$ cat src/rtl/operand_fetch_pkg.sv
// Shared defaults for the operand fetch stage and its scoreboard.
// Optional feature macro: OPERAND_FETCH_BYPASS_EN (writeback-to-operand bypass).
package operand_fetch_pkg;

    localparam int DEF_DATAPATH_WIDTH = 64;
    localparam int DEF_REGFILE_ADDR   = 3;
    localparam int DEF_CTRL_WIDTH     = 16;
    localparam int NUM_REGS           = 2 ** DEF_REGFILE_ADDR;

endpackage : operand_fetch_pkg

$ cat src/rtl/operand_fetch_scoreboard.sv
// Per-register pending bits: set on issue of a writing instruction, cleared by
// writeback or by flushing the held instruction. A set beats a clear on the same bit.
module operand_fetch_scoreboard
    import operand_fetch_pkg::*;
#(
    parameter int REGFILE_ADDR = DEF_REGFILE_ADDR
) (
    input  logic                         clk,
    input  logic                         reset,
    input  logic                         set_en_i,
    input  logic [REGFILE_ADDR-1:0]      set_addr_i,
    input  logic                         clr_en_i,
    input  logic [REGFILE_ADDR-1:0]      clr_addr_i,
    input  logic                         flush_en_i,
    input  logic [REGFILE_ADDR-1:0]      flush_addr_i,
    output logic [2**REGFILE_ADDR-1:0]   pending_o
);

    localparam int NREGS = 2 ** REGFILE_ADDR;

    logic [NREGS-1:0] pending_d;
    logic [NREGS-1:0] pending_q;

    // Next-state of every pending bit, set has priority over both clears.
    always_comb begin
        pending_d = pending_q;
        for (int i = 0; i < NREGS; i++) begin
            if (set_en_i && (set_addr_i == REGFILE_ADDR'(i))) begin
                pending_d[i] = 1'b1;
            end else if ((clr_en_i && (clr_addr_i == REGFILE_ADDR'(i))) ||
                         (flush_en_i && (flush_addr_i == REGFILE_ADDR'(i)))) begin
                pending_d[i] = 1'b0;
            end else begin
                pending_d[i] = pending_q[i];
            end
        end
    end

    // Scoreboard state register.
    always_ff @(posedge clk or negedge reset) begin
        if (!reset) begin
            pending_q <= '0;
        end else begin
            pending_q <= pending_d;
        end
    end

    assign pending_o = pending_q;

endmodule : operand_fetch_scoreboard

$ cat src/rtl/operand_fetch.sv
// Operand fetch stage: hazard check against a scoreboard, operand selection, one output register.
// Optional feature macro: OPERAND_FETCH_BYPASS_EN (writeback data forwarded to operands).
module operand_fetch
    import operand_fetch_pkg::*;
#(
    parameter int DATAPATH_WIDTH = DEF_DATAPATH_WIDTH,
    parameter int REGFILE_ADDR   = DEF_REGFILE_ADDR,
    parameter int CTRL_WIDTH     = DEF_CTRL_WIDTH
) (
    input  logic                      clk,
    input  logic                      reset,
    input  logic                      in_valid,
    output logic                      in_ready,
    input  logic [REGFILE_ADDR-1:0]   in_rs0,
    input  logic [REGFILE_ADDR-1:0]   in_rs1,
    input  logic [REGFILE_ADDR-1:0]   in_rd,
    input  logic                      in_rs0_en,
    input  logic                      in_rs1_en,
    input  logic                      in_wb,
    input  logic [CTRL_WIDTH-1:0]     in_ctrl,
    output logic [REGFILE_ADDR-1:0]   rf_r0addr,
    output logic [REGFILE_ADDR-1:0]   rf_r1addr,
    input  logic [DATAPATH_WIDTH-1:0] rf_r0data,
    input  logic [DATAPATH_WIDTH-1:0] rf_r1data,
    input  logic                      wb_wena,
    input  logic [REGFILE_ADDR-1:0]   wb_waddr,
    input  logic [DATAPATH_WIDTH-1:0] wb_wdata,
    input  logic                      flush,
    output logic                      out_valid,
    input  logic                      out_ready,
    output logic [DATAPATH_WIDTH-1:0] out_op0,
    output logic [DATAPATH_WIDTH-1:0] out_op1,
    output logic [REGFILE_ADDR-1:0]   out_rd,
    output logic                      out_wb,
    output logic [CTRL_WIDTH-1:0]     out_ctrl
);

    logic [2**REGFILE_ADDR-1:0] pending_s;
    logic                       byp0_s, byp1_s, hazard_s, accept_s;
    logic [DATAPATH_WIDTH-1:0]  op0_s, op1_s;

    logic                       out_valid_d, out_valid_q;
    logic [DATAPATH_WIDTH-1:0]  out_op0_d, out_op0_q, out_op1_d, out_op1_q;
    logic [REGFILE_ADDR-1:0]    out_rd_d, out_rd_q;
    logic                       out_wb_d, out_wb_q;
    logic [CTRL_WIDTH-1:0]      out_ctrl_d, out_ctrl_q;

    assign rf_r0addr = in_rs0;
    assign rf_r1addr = in_rs1;

`ifdef OPERAND_FETCH_BYPASS_EN
    assign byp0_s = wb_wena && (wb_waddr == in_rs0);
    assign byp1_s = wb_wena && (wb_waddr == in_rs1);
`else
    assign byp0_s = 1'b0;
    assign byp1_s = 1'b0;
`endif

    // A pending source stalls unless its value arrives on the writeback bus now.
    assign hazard_s = (in_rs0_en && pending_s[in_rs0] && !byp0_s) ||
                      (in_rs1_en && pending_s[in_rs1] && !byp1_s) ||
                      (in_wb && pending_s[in_rd] && !(wb_wena && (wb_waddr == in_rd)));
    assign in_ready = !hazard_s && !flush && (!out_valid_q || out_ready);
    assign accept_s = in_valid && in_ready;

    // Operand select: disabled source reads as zero, bypass ahead of register file.
    always_comb begin
        op0_s = '0;
        op1_s = '0;
        if (!in_rs0_en) begin
            op0_s = '0;
        end else if (byp0_s) begin
            op0_s = wb_wdata;
        end else begin
            op0_s = rf_r0data;
        end
        if (!in_rs1_en) begin
            op1_s = '0;
        end else if (byp1_s) begin
            op1_s = wb_wdata;
        end else begin
            op1_s = rf_r1data;
        end
    end

    // Output register next-state: load on accept, drop on flush or transfer.
    always_comb begin
        out_valid_d = out_valid_q;
        out_op0_d   = out_op0_q;
        out_op1_d   = out_op1_q;
        out_rd_d    = out_rd_q;
        out_wb_d    = out_wb_q;
        out_ctrl_d  = out_ctrl_q;
        if (accept_s) begin
            out_valid_d = 1'b1;
            out_op0_d   = op0_s;
            out_op1_d   = op1_s;
            out_rd_d    = in_rd;
            out_wb_d    = in_wb;
            out_ctrl_d  = in_ctrl;
        end else if (flush || out_ready) begin
            out_valid_d = 1'b0;
        end else begin
            out_valid_d = out_valid_q;
        end
    end

    // Output register.
    always_ff @(posedge clk or negedge reset) begin
        if (!reset) begin
            out_valid_q <= 1'b0;
            out_op0_q   <= '0;
            out_op1_q   <= '0;
            out_rd_q    <= '0;
            out_wb_q    <= 1'b0;
            out_ctrl_q  <= '0;
        end else begin
            out_valid_q <= out_valid_d;
            out_op0_q   <= out_op0_d;
            out_op1_q   <= out_op1_d;
            out_rd_q    <= out_rd_d;
            out_wb_q    <= out_wb_d;
            out_ctrl_q  <= out_ctrl_d;
        end
    end

    assign out_valid = out_valid_q;
    assign out_op0   = out_op0_q;
    assign out_op1   = out_op1_q;
    assign out_rd    = out_rd_q;
    assign out_wb    = out_wb_q;
    assign out_ctrl  = out_ctrl_q;

    operand_fetch_scoreboard #(
        .REGFILE_ADDR (REGFILE_ADDR)
    ) u_scoreboard (
        .clk          (clk),
        .reset        (reset),
        .set_en_i     (accept_s && in_wb),
        .set_addr_i   (in_rd),
        .clr_en_i     (wb_wena),
        .clr_addr_i   (wb_waddr),
        .flush_en_i   (flush && out_valid_q && out_wb_q),
        .flush_addr_i (out_rd_q),
        .pending_o    (pending_s)
    );

endmodule : operand_fetch
$ cat config.mk
export PLATFORM = sky130hd
export DESIGN_NAME = operand_fetch
export DESIGN_NICKNAME = d
export VERILOG_FILES = /design/src/rtl/operand_fetch_pkg.sv /design/src/rtl/operand_fetch_scoreboard.sv /design/src/rtl/operand_fetch.sv
export SDC_FILE = /design/constraint.sdc
export NUM_CORES = 1
export LEC_CHECK = 0
export ABC_AREA = 0
export CAP_MARGIN = 10
export CORE_AREA = 2 2 150 152
export CTS_CLUSTER_SIZE = 40
export DETAILED_ROUTE_END_ITERATION = 10
export DIE_AREA = 0 0 152 154
export GPL_ROUTABILITY_DRIVEN = 0
export PLACE_DENSITY = 0.74
export SYNTH_ARGS = -nofsm -noshare
export SYNTH_HDL_FRONTEND = slang
export SYNTH_HIERARCHICAL = 1
export SYNTH_SLANG_ARGS = --single-unit
export TNS_END_PERCENT = 1
$ cat constraint.sdc
create_clock -name clk -period 4.1 [get_ports clk]
set_input_delay 0.82 -clock clk [delete_from_list [all_inputs] [get_ports clk]]
set_output_delay 0.82 -clock clk [all_outputs]
set_load 0.02 [all_outputs]
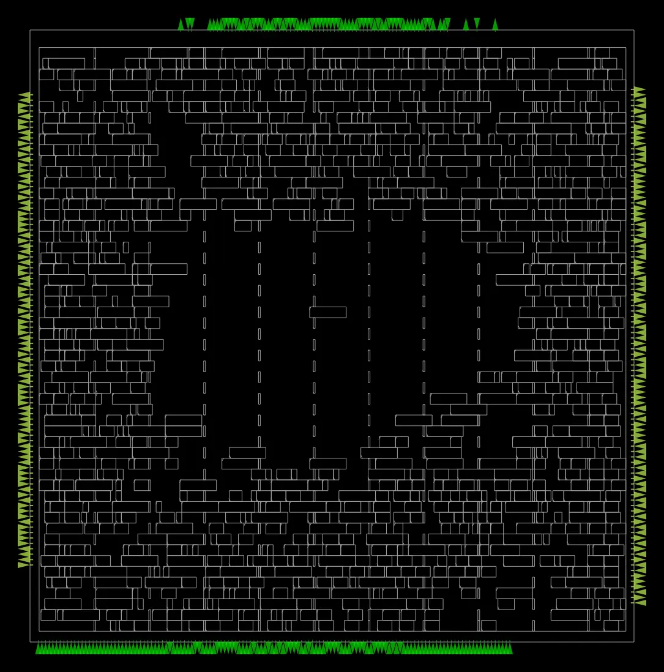
Figure 1: cell outlines without signal wires.
tap cells: 280
Seq area share: 0.350
Final Util: 0.517
Seq cells: 157
Core Region: 0.0217 mm^2

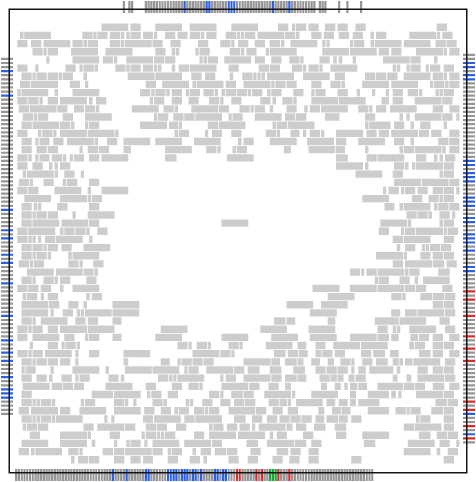
Figure 2: pin map.
Scale: 3 px per um. Pins as bars across the die edge, other pins in grey.
[out_ctrl] red | pins: 16 | direction: output | edge: 10 right, 6 bottom
[out_rd] green | pins: 3 | direction: output | edge: bottom
[rf_r0data] blue | pins: 64 | direction: input | edge: 22 right, 18 bottom, 16 left, 8 top
all pins by edge: 130 bottom, 96 right, 88 left, 71 top
die height: 154 um
input/output buffers: 320
die width: 152 um

==> results.txt <==
FMAX -> 261 MHz
CP endpoint -> in_ready
Layout Cells excl Fill -> 1270
startpoint types -> input port
Flop area -> 0.00393 mm^2
status -> finished, final reports clean
Power Density -> 504 mW/mm^2
switching part of the total -> 0.335
largest net degree at the start of global routing -> 74
OpenROAD warnings -> 90
Register-to-Register Path Depth -> 8
Pwr top -> sequential cells
count of plain and timing-repair buffers -> 329
critical path class -> input port to output pin
Worst Setup End Kind -> output pin
synthesized instance count -> 667
Comb power frac -> 0.355
synth cell count leaders -> dfrtp_1, mux2i_1, inv_1
Basic Gates by Area -> 0.104
Slew @ Worst Pin -> 0.793 ns
WL met3 -> 1.66 mm
synthesis-to-layout area growth -> 54.0%
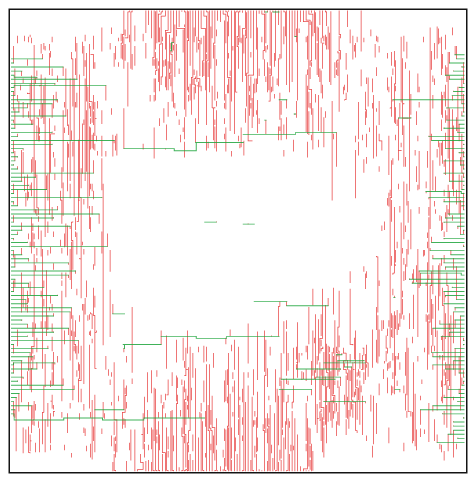
Figure 3: metal layers overlaid.
Scale: 3 px per um. Two of the layers only.
[M3] green | wire length: 1660 um
[M2] red | wire length: 9540 um
final wirelength: 19.7 mm
Total GRT Usage: 0.171
Vias: 5708
WL/cell: 15.5 um

Power is estimated from default activity; no workload was simulated.
